zoom.png
Scale bar: 5 um. Region (19, 31) to (39, 51) um. Cells in gray, sequential cells in the stronger gray; small squares are vias.
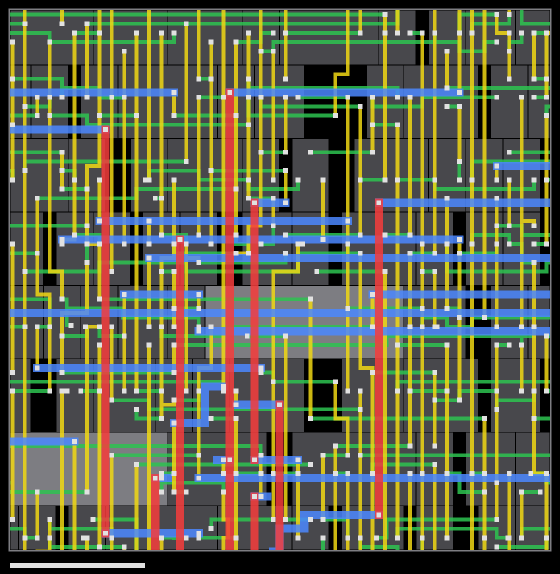
port_nets.png
Scale bar: 20 um.
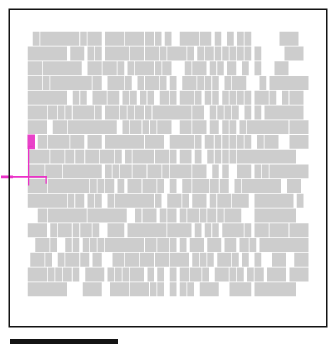
gate_families.png
Scale bar: 20 um.
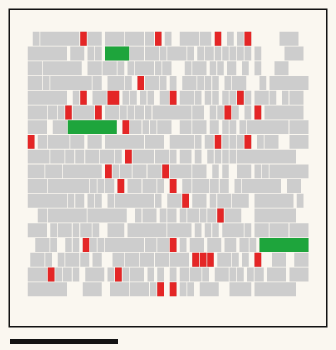
final_congestion.png
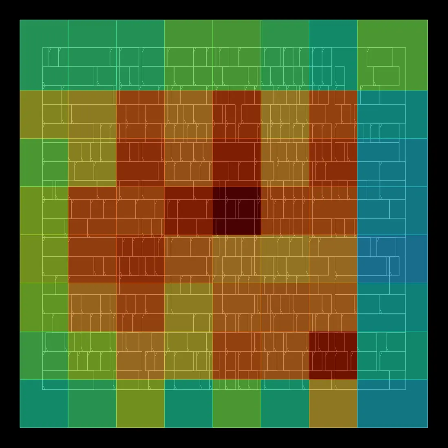
metal_stack.png
Scale bar: 20 um.
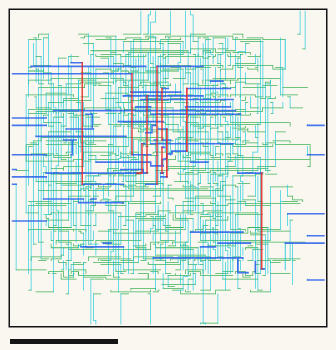
**src/rtl/vga_timing_pkg.sv**
```systemverilog
// Shared constants and helpers for the VGA raster timing generator.
// The default mode is 640x480@60 with a 25.175 MHz pixel clock.
package vga_timing_pkg;

  // One complete raster mode: horizontal and vertical active/porch/sync sizes.
  typedef struct packed {
    int h_active;
    int h_fp;
    int h_sync;
    int h_bp;
    int v_active;
    int v_fp;
    int v_sync;
    int v_bp;
  } vga_mode_t;

  localparam vga_mode_t MODE_640X480 = '{
    h_active: 640, h_fp: 16, h_sync: 96, h_bp: 48,
    v_active: 480, v_fp: 10, v_sync: 2,  v_bp: 33
  };

  localparam int DEF_XW = 10;
  localparam int DEF_YW = 10;
  localparam int DEF_FW = 8;

  // Full period of one axis, counted in ticks of that axis.
  function automatic int axis_total(input int active, input int fp,
                                    input int sync, input int bp);
    return active + fp + sync + bp;
  endfunction

endpackage

```
**src/rtl/vga_axis_counter.sv**
```systemverilog
// One raster axis: a wrapping counter with registered active and sync decodes.
// The decodes are computed from the next count, so they line up with count.
module vga_axis_counter
  import vga_timing_pkg::*;
#(
  parameter int ACTIVE = 640,
  parameter int FP     = 16,
  parameter int SYNC   = 96,
  parameter int BP     = 48,
  parameter bit POL    = 1'b0,
  parameter int W      = 10
) (
  input  logic         clk,
  input  logic         rst,
  input  logic         step,
  output logic [W-1:0] count,
  output logic         in_active,
  output logic         sync_out,
  output logic         wrap
);

  localparam int TOTAL = axis_total(ACTIVE, FP, SYNC, BP);

  // The counter must hold TOTAL-1 without overflowing.
  if (TOTAL > (1 << W)) begin : g_width_check
    $error("vga_axis_counter: W too small for axis total");
  end

  // The end bounds are one bit wider, since they may equal 2^W.
  localparam logic [W-1:0] LAST       = W'(TOTAL - 1);
  localparam logic [W-1:0] SYNC_START = W'(ACTIVE + FP);
  localparam logic [W:0]   SYNC_END   = (W+1)'(ACTIVE + FP + SYNC);
  localparam logic [W:0]   ACT_END    = (W+1)'(ACTIVE);

  logic [W-1:0] count_reg;
  logic [W-1:0] count_next;
  logic         in_active_reg;
  logic         sync_reg;
  logic         last;

  assign last = (count_reg == LAST);

  // Next count: advance on step, wrap after the last tick of the period.
  always_comb begin
    count_next = count_reg;
    if (step) begin
      count_next = last ? '0 : count_reg + 1'b1;
    end
  end

  // The wrap strobe is suppressed during reset so it cannot fire while restarting.
  assign wrap = step & ~rst & last;

  // Count and decodes update together, with no latency between them.
  always_ff @(posedge clk) begin
    if (rst) begin
      count_reg     <= '0;
      in_active_reg <= 1'b1;
      sync_reg      <= ~POL;
    end else begin
      count_reg     <= count_next;
      in_active_reg <= ({1'b0, count_next} < ACT_END);
      sync_reg      <= ((count_next >= SYNC_START) && ({1'b0, count_next} < SYNC_END))
                       ? POL : ~POL;
    end
  end

  assign count     = count_reg;
  assign in_active = in_active_reg;
  assign sync_out  = sync_reg;

endmodule

```
**src/rtl/vga_timing_gen.sv**
```systemverilog
// Parametrised VGA raster timing generator: coordinates, active flag, syncs
// and line/frame strobes. The frame counter output exists only when
// VGA_TIMING_FRAME_CNT_EN is defined.
module vga_timing_gen
  import vga_timing_pkg::*;
#(
  parameter int H_ACTIVE = MODE_640X480.h_active,
  parameter int H_FP     = MODE_640X480.h_fp,
  parameter int H_SYNC   = MODE_640X480.h_sync,
  parameter int H_BP     = MODE_640X480.h_bp,
  parameter int V_ACTIVE = MODE_640X480.v_active,
  parameter int V_FP     = MODE_640X480.v_fp,
  parameter int V_SYNC   = MODE_640X480.v_sync,
  parameter int V_BP     = MODE_640X480.v_bp,
  parameter bit HS_POL   = 1'b0,
  parameter bit VS_POL   = 1'b0,
  parameter int XW       = DEF_XW,
  parameter int YW       = DEF_YW,
  parameter int FW       = DEF_FW
) (
  input  logic          clk,
  input  logic          rst,
  input  logic          en,
  output logic [XW-1:0] x,
  output logic [YW-1:0] y,
  output logic          active,
  output logic          hsync,
  output logic          vsync,
  output logic          new_line,
  output logic          new_frame
`ifdef VGA_TIMING_FRAME_CNT_EN
  ,
  output logic [FW-1:0] frame
`endif
);

  if (FW < 1) begin : g_fw_check
    $error("vga_timing_gen: FW must be at least 1");
  end

  logic h_active;
  logic v_active;
  logic h_wrap;
  logic v_wrap;

  vga_axis_counter #(
    .ACTIVE(H_ACTIVE), .FP(H_FP), .SYNC(H_SYNC), .BP(H_BP),
    .POL(HS_POL), .W(XW)
  ) u_h (
    .clk      (clk),
    .rst      (rst),
    .step     (en),
    .count    (x),
    .in_active(h_active),
    .sync_out (hsync),
    .wrap     (h_wrap)
  );

  // Rows advance once per completed line, so vsync is line-aligned.
  vga_axis_counter #(
    .ACTIVE(V_ACTIVE), .FP(V_FP), .SYNC(V_SYNC), .BP(V_BP),
    .POL(VS_POL), .W(YW)
  ) u_v (
    .clk      (clk),
    .rst      (rst),
    .step     (h_wrap),
    .count    (y),
    .in_active(v_active),
    .sync_out (vsync),
    .wrap     (v_wrap)
  );

  assign active    = h_active & v_active;
  assign new_line  = h_wrap;
  assign new_frame = v_wrap;

`ifdef VGA_TIMING_FRAME_CNT_EN
  logic [FW-1:0] frame_reg;

  // Frame counter advances on every frame wrap and rolls over modulo 2^FW.
  always_ff @(posedge clk) begin
    if (rst) begin
      frame_reg <= '0;
    end else if (v_wrap) begin
      frame_reg <= frame_reg + 1'b1;
    end
  end

  assign frame = frame_reg;
`endif

endmodule

```
**config.mk**
```make
export PLATFORM = sky130hd
export DESIGN_NAME = vga_timing_gen
export DESIGN_NICKNAME = d
export VERILOG_FILES = /design/src/rtl/vga_timing_pkg.sv /design/src/rtl/vga_axis_counter.sv /design/src/rtl/vga_timing_gen.sv
export SDC_FILE = /design/constraint.sdc
export NUM_CORES = 1
export LEC_CHECK = 0
export ABC_AREA = 1
export CAP_MARGIN = 20
export CORE_MARGIN = 3
export CORE_UTILIZATION = 54
export CTS_BUF_LIST = sky130_fd_sc_hd__clkbuf_4
export DETAILED_ROUTE_END_ITERATION = 10
export PLACE_DENSITY_LB_ADDON = 0.15
export SYNTH_ARGS = -nofsm -noshare
export SYNTH_HDL_FRONTEND = slang
export SYNTH_SLANG_ARGS = --single-unit
```
**constraint.sdc**
```tcl
create_clock -name clk -period 2.24 [get_ports clk]
set_clock_uncertainty 0.1 [all_clocks]
set_input_delay 0.672 -clock clk [delete_from_list [all_inputs] [get_ports clk]]
set_output_delay 0.672 -clock clk [all_outputs]
set_load 0.01 [all_outputs]
```
==> impl_report.txt <==
PHYSICAL IMPLEMENTATION REPORT
----------------------------------------------------
[Setup path]
  Critical path endpoint category ........................ output port
  Data required time of the worst path ........................ 1470 ps
  Buffer and inverter count on the worst path ........................ 3
  Length in cells of the worst reg-to-reg path ........................ 11
  Worst-path fanout max ........................ 2
  Start-to-end type of the worst setup path ........................ flop to output port
  Launching instance or port of the critical path ........................ u_v.count[0]
  Reg-to-reg startpoint ........................ u_h.count[0]
  Critical path destination ........................ new_frame
  Worst path depth ........................ 7
  Family with the most delay on the worst path ........................ simple AND/OR/NAND/NOR gates
  Destination of the worst register-to-register timing path ........................ u_v.in_active
  Reg-to-reg setup timing slack ........................ between 100 and 150 ps
  Cell-by-cell listing of the critical path ........................ inv_2 > ha_4 > inv_4 > nor2_4 > nand4_1 > nor3_2 > buf_2

[Clocking]
  Clock tree from TritonCTS ........................ done
  H-tree levels ........................ 1
  Cts bufs inserted ........................ 3
  Clock root buffer ........................ sky130_fd_sc_hd__clkbuf_4
  Number of hold buffers added after CTS ........................ 0
  Post-CTS setup-driven buffer insertion count ........................ 2
  Clock transition at the register clock pins on the worst setup and hold paths after CTS ........................ 140 ps
  CTS sink cnt ........................ 24
  Buffer depth of the longest clock path ........................ 2

[STA]
  Setup repair after global routing missed its margin ........................ yes
  Final-report max-slew violation count ........................ 0
  Total negative slack for setup checks ........................ -141 ps
  Minimum setup slack in the final design ........................ -110 ps
  Worst slew margin ........................ between 70% and 80%
  Setup violators final ........................ 2

[Logic synthesis]
  Summed standard-cell area reported by yosys ........................ ~1500 sq um
  Cells after Synth ........................ around 240
  Fraction of synthesized cell area in xor and xnor cells ........................ 2.96%
  Mux area share ........................ 0%
  Avg Synthesized Cell Area ........................ approximately 6.1 sq um
  FF+latch count, synth ........................ 24
  Count of unique library cells instantiated by Yosys ........................ 26
  Cell area after technology mapping ........................ roughly 1500 sq um
  Sequential cell area fraction in the yosys report ........................ between 30% and 40%
  Fa+ha+maj area frac ........................ approximately 2.5%
  And-or/or-and share of the synthesized area ........................ under 10%
  Yosys cell count ........................ about 240
  Synthesized Nets ........................ between 200 and 250
  Yosys warnings ........................ 0

[Global route]
  Initial antenna violation count ........................ 0
  Maximum number of pins on one net before global-route repair ........................ 15
  Overall overflow remaining after global route ........................ 0
  Number of global-route vias before repair ........................ approximately 1600
  First-pass GRT wire length ........................ about 7000 um

[Outcome]
  Violations in the final reports ........................ negative setup slack
  Result of the run ........................ finished with violations

[Route]
  DRC violation total after the first TritonRoute iteration ........................ between 100 and 150
  Drt drc ........................ 0
  Iteration count of the initial detailed-routing pass ........................ 6

[Flow run]
  Number of OpenROAD warnings ........................ 29
  Max-Cap Viols ........................ 0

[Finish]
  Largest class ........................ logic gates
  Number of non-clock buffers ........................ 77
  Most frequently placed logic cell in the final layout ........................ sky130_fd_sc_hd__nand2_1
  Non-clock inverter count ........................ 34
  Multi-input gate share of the layout cell area ........................ about two fifths
  Growth of design area from synthesis to finish ........................ 51.5%
  Final-layout clock buffer total ........................ 3
  Final clock-cell share ........................ 2.34%
  Final Core Density ........................ 88.1%
  Number of combinational gates with multiple inputs ........................ ~180
  Post-layout nets ........................ between 300 and 400
  Combinational Area ........................ ~900 sq um
  Fraction of standard cell area that is sequential ........................ between 20% and 30%
  Buffering overhead ........................ 28.5%
  Top library cells by usage in the layout, fill and taps aside ........................ sky130_fd_sc_hd__nand2_1 (82), sky130_fd_sc_hd__buf_4 (49), sky130_fd_sc_hd__nor2_1 (40)
  Layout filler cell count ........................ about 140
  Sequential cell area ........................ around 490 sq um
  Fraction of layout cells with a size suffix above 1 ........................ between 20% and 30%
  Antenna diodes ........................ 0

[Pwr]
  Leakage ........................ about 0.0011 uW
  Design Power ........................ between 800 and 900 uW
  Power density relative to cell area ........................ roughly 360 nW/um^2
  Peak ir drop on the vdd network ........................ 673 uV

[Worst hold path]
  Hold endpoint ........................ u_v.count[0]
  Launch instance of the worst min-delay path ........................ u_v.count[0]
  Type of the worst min-delay path ........................ flop to flop

[Place]
  Setup slack after placement ........................ -793 ps
  # placed instances ........................ roughly 340
  Weighted congestion at the end of routability-driven global placement ........................ around 0.93

[Floorplan]
  Std-Cell Rows ........................ 18
  Init Core Util ........................ 58.2%
  Tapcell count ........................ 30
  CORE AREA ........................ approximately 2500 sq um

----------------------------------------------------
Notes on zoom.png above:
met4: in red. met1: in green. met2: in yellow. met3: in blue.
Netlist names of flops here include u_h.count (1), u_v.count (1). 70 logic cells have their middle in the window. Most frequent: nand2_1 (24), nor2_1 (12), buf_4 (7). Sequential cells in the window: 2.

Notes on port_nets.png above:
active: in magenta, bits 1, direction output, edge left, end cells 1, buffers 1, wire 15.2 um.
count of port buffers added during placement: 27
number of primary I/O pins: 28

Notes on gate_families.png above:
adder and majority cells: in green, cells 3, most used ha_4. inverters: in red, cells 34, most used inv_1.

Notes on final_congestion.png above:
global routing usage on met2: 46.1%
met1 layer usage reported by global route: 34.0%
GR met3 Demand/Resource: 5.26%

Notes on metal_stack.png above:
met2: in cyan, wire length 2470 um. met1: in green, wire length 1960 um. met4: in red, wire length 132 um. met3: in blue, wire length 420 um.
Detailed Route WL: 4990 um
total via count in the routed design: 1842
routed length per placed instance: 14.3 um
GRT Util Overall: 26.8%

==> Yosys cell counts <==
library cell	instances	share of area, %
sky130_fd_sc_hd__nand2_4	1	0.76
sky130_fd_sc_hd__xnor2_1	1	0.59
sky130_fd_sc_hd__nor2_2	3	1.3
sky130_fd_sc_hd__nand2_1	82	21
sky130_fd_sc_hd__dfxtp_1	24	32
sky130_fd_sc_hd__nor2_4	3	2.3
sky130_fd_sc_hd__o21bai_1	1	0.51
sky130_fd_sc_hd__inv_1	33	8.4
sky130_fd_sc_hd__o21ai_0	2	0.68
sky130_fd_sc_hd__o21ai_1	1	0.34
sky130_fd_sc_hd__inv_2	1	0.25
sky130_fd_sc_hd__or2_1	1	0.42
sky130_fd_sc_hd__xor2_1	4	2.4
sky130_fd_sc_hd__buf_6	1	0.76
sky130_fd_sc_hd__clkbuf_1	2	0.51
sky130_fd_sc_hd__nand4_1	5	2.1
sky130_fd_sc_hd__nor3_1	2	0.68
sky130_fd_sc_hd__a21oi_1	3	1.0
sky130_fd_sc_hd__ha_1	3	2.5
sky130_fd_sc_hd__nand2_2	2	0.85
sky130_fd_sc_hd__nand3_1	18	6.1
sky130_fd_sc_hd__a21oi_2	1	0.59
sky130_fd_sc_hd__nor2_1	43	11
sky130_fd_sc_hd__nand3_2	1	0.68
sky130_fd_sc_hd__o21a_1	1	0.51
sky130_fd_sc_hd__nand4_2	2	1.7
==> metal layers <==
metal	track usage, %	routed length (um)	share of wire [%]
met2	46.1	2470	50
met5	0	0	0
met4	7.62	132	2.6
met1	34.0	1960	39
met3	5.26	419	8.4
==> power breakdown <==
group | switching, uW | internal, uW
Clock | 143 | 181
Sequential | 3.13 | 431
Combinational | 31.4 | 27.7
Power and IR drop assume default switching activity.
